run_1/placement.png
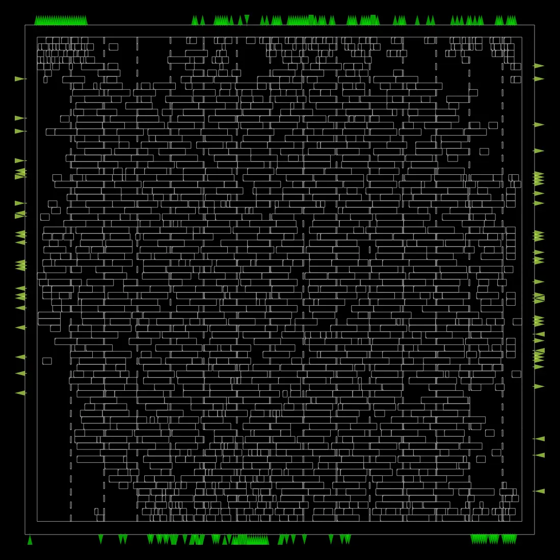
run_1/io_fan.png
The bar under the picture is 50 um long.
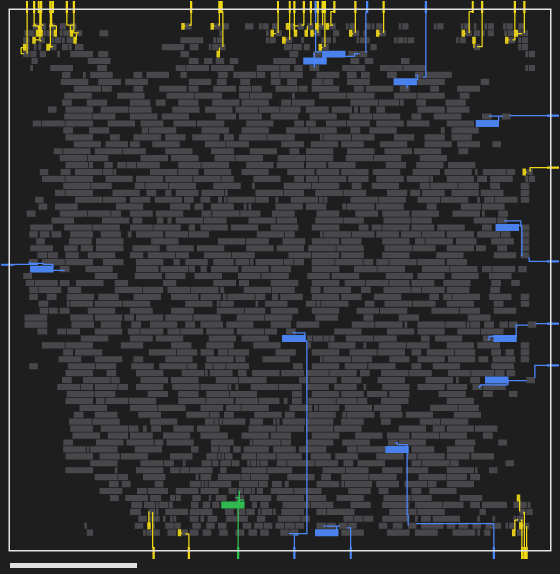
run_1/wires.png
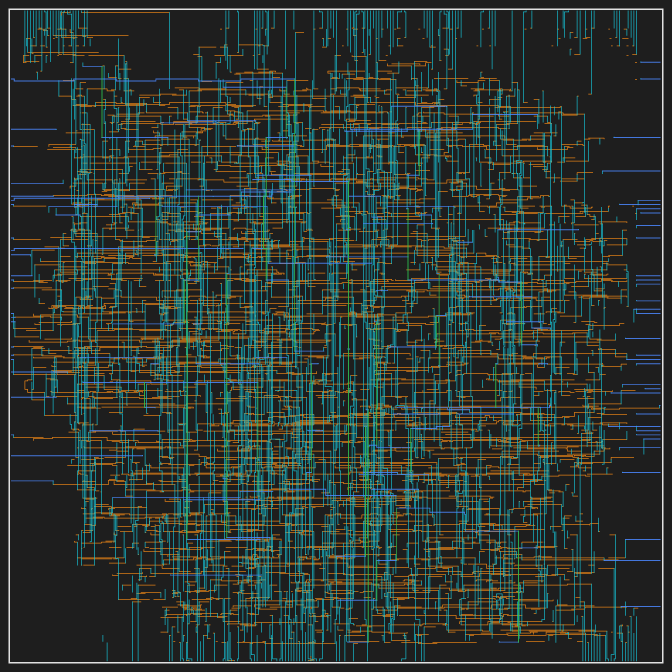
run_1/sizes.png
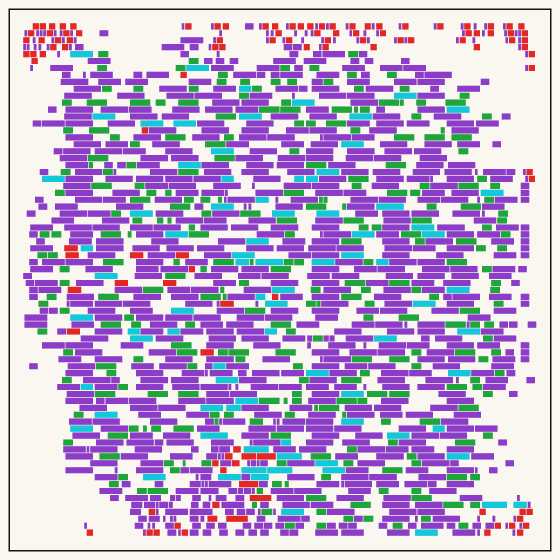
Design face_dispatch, sky130hd; sources not shown.
==> results.txt, run 1 <==
Results of an implementation run.

The sequential cell power is between 8000 and 9000 uW. Total power for the finished layout comes to between 15000 and 20000 uW. The biggest area consumer among cell classes is flip-flops and latches. The flip-flop and latch count after synthesis is between 500 and 600. For reference, the most critical setup path is categorized as input pin to flip-flop. The tightest hold margin is between 300 and 400 ps. The sum of overflow across all layers after global routing is 0. In the per-layer breakdown of the detailed-route log, met1 shows around 17 mm. The clock passes through at most 3 buffers. The arrival time at the worst endpoint is 3380 ps. From bottom edge to top edge, the die measures between 200 and 250 um. The main logic family after synthesis is multiplexers. The flow ran to the end, and the final reports show no timing, DRC or antenna violations. The CTS buffer count is 52. In the global route stage, overall resource usage came out at 0.184. The initial utilization of the core area, before any placement, comes to 0.502. The final clock skew is between 15 and 20 ps. Per the CTS log, the maximum H-tree level is 2. The share of layout cells above drive strength 1 is 0.361. The number of tap cells added at floorplan is between 500 and 600. The synthesis report lists the Yosys warning total as 0. The global routing usage on met2 is 0.313.

The post-CTS hold buffer count recorded in the log is 0. The combinational power is 5300 uW. The via count of the first global-routing pass is a little under 10000. The area taken by flip-flops and latches is 0.0151 mm2. The OpenROAD warning count is 37. The standard cell core area is around 0.04 mm2. The clock-cell share of area is 0.0716. Per the synthesis report, the XOR/XNOR share of the synthesized area is 0.00215. The synthesized area per cell is between 20 and 25 um2.

The weighted congestion at the end of routability-driven global placement is ~0.70. All stages included, the depth of the critical timing path comes to 7. The layer carrying the most global-route usage is met2.

Clock network power for this build is 5940 uW. The clock share of power is 0.308. The number of flops mapped to enable cells by yosys is 356.
About placement.png:
Fillers: 2939
fraction of area in registers: 0.611

About io_fan.png:
| colour | port | bits | direction | end cells | buffers | wire |
|---|---|---|---|---|---|---|
| blue | `eng_size` | 11 | output | 11 | 11 | 421 um |
| yellow | `perf_run_cycles` | 32 | output | 32 | 32 | 380 um |
| green | `err` | 1 | output | 1 | 1 | 29.2 um |
top-level I/O count: 218
count of buffers inserted at the top-level ports: 132

About wires.png:
| colour | layer | wire length |
|---|---|---|
| cyan | metal 2 | 21.3 mm |
| orange | metal 1 | 16500 um |
| blue | metal 3 | 2050 um |
| green | metal 4 | 965 um |
WL per Instance: 22.3 um
number of vias in the routed layout: 9438

About sizes.png:
| colour | size | cells | share | most used |
|---|---|---|---|---|
| cyan | _6 and larger | 82 | 6.3% | clkbuf_16 |
| green | _2 cells | 276 | 21% | mux2_2 |
| purple | _0 and _1 cells | 827 | 64% | edfxtp_1 |
| red | _3 and _4 cells | 110 | 8.5% | buf_4 |
non-clock buffer total of the final layout: 259
area overhead of the layout relative to synthesis: 21.1%
final std cell area, no fill: 0.0246 mm2
Worst Setup Slack, final: 113 ps

run_1/placement_by_type.png
Fill, decap, tap and diode cells in grey.
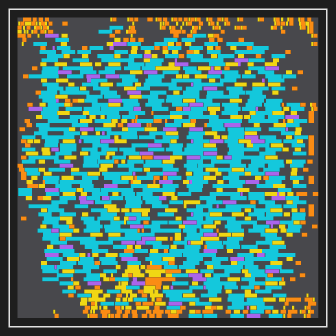

==> inputs of run 2 (changes only) <==
- clock period: 3.3 -> 3.95 ns (I/O delays scaled with it)
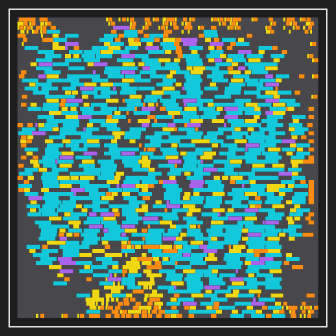
run_2/placement_by_type.png
Fill, decap, tap and diode cells in grey.
| colour | class | cells |
|---|---|---|
| purple | clock drivers and dummy loads | 94 |
| orange | other buffers and delay cells | 256 |
| cyan | flops | 531 |
| yellow | combinational and other logic | 402 |
Core Rows: 74
final cell utilization of the core: 0.605
final std cell area, no fill: 0.0245 mm2
fraction of area in registers: 0.614

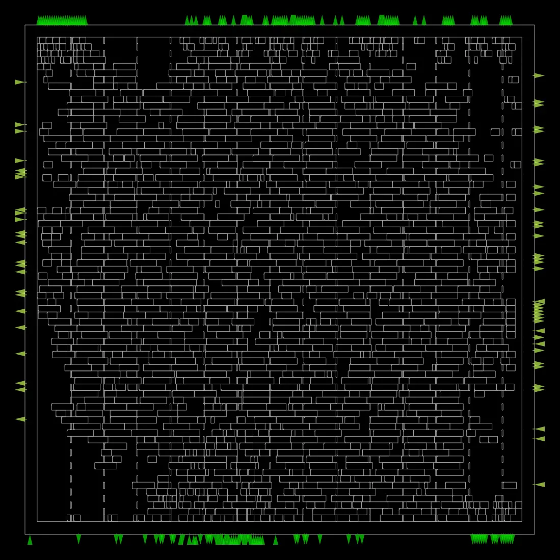
run_2/placement.png
tap cell instance count: 532
core area: 0.0406 mm2
number of standard cells in the layout, taps in and fillers out: 1815
final sequential cell count: 531
Fillers: 2974

==> results.txt, run 2 <==
Results of an implementation run.

The share of layout cells above drive strength 1 is 0.355 (was 0.361). The sequential cell power is 6730 uW (was 8060 uW). The proportion of synthesized area in mux cells was 0.193 (unchanged). Status: finished clean (unchanged).

The number of cells on the critical path came to 6 (was 7). The height of the chip came to 212 um (unchanged). The overall routing resource usage was 0.180 (was 0.184). The final clock skew is 20.5 ps (was 16.7 ps). The flip-flop and latch count after synthesis is 531 (unchanged).

The number of buffers other than clock buffers in the final layout was 256 (was 259). The OpenROAD warning count came to 35 (was 37). The layout overhead on the synthesized area is 20.6% (was 21.1%). The synthesized area per cell was 21.0 um2 (unchanged). The pre-placement core utilization is 0.502 (unchanged). The CTS buffer count is 51 (was 52). The count of input and output buffers is 132 (unchanged). The main logic family after synthesis is multiplexers (unchanged). The area taken by flip-flops and latches is 0.0151 mm2 (unchanged). The combinational power was 4400 uW (was 5300 uW). The layer carrying the most global-route usage was met2 (unchanged). The number of sinks driven by the clock tree is 531 (unchanged). The post-route worst setup slack is 162 ps (was 113 ps). The biggest area consumer among cell classes is flip-flops and latches (unchanged). The post-detailed-route wirelength per cell is 21.9 um (was 22.3 um). The kind of critical path is input pin to flip-flop (unchanged). The total I/O pin count was 218 (unchanged). The global routing usage on met2 is 0.301 (was 0.313). The number of synthesis warnings came to 0 (unchanged). The weighted congestion at the end of routability-driven global placement is 0.680 (was 0.702). The number of flops mapped to enable cells by yosys is 356 (unchanged). The via count of the first global-routing pass is 9776 (was 9728). The clock share of power was 0.306 (was 0.308). The buffer depth of the longest clock path is 3 (unchanged). The clock-cell share of area came to 0.0703 (was 0.0716).

The arrival time at the worst endpoint was 4030 ps (was 3380 ps). The number of levels the H-tree was split into came to 2 (unchanged). The vias after detailed routing is 9459 (was 9438).
Power is estimated from default activity; no workload was simulated.
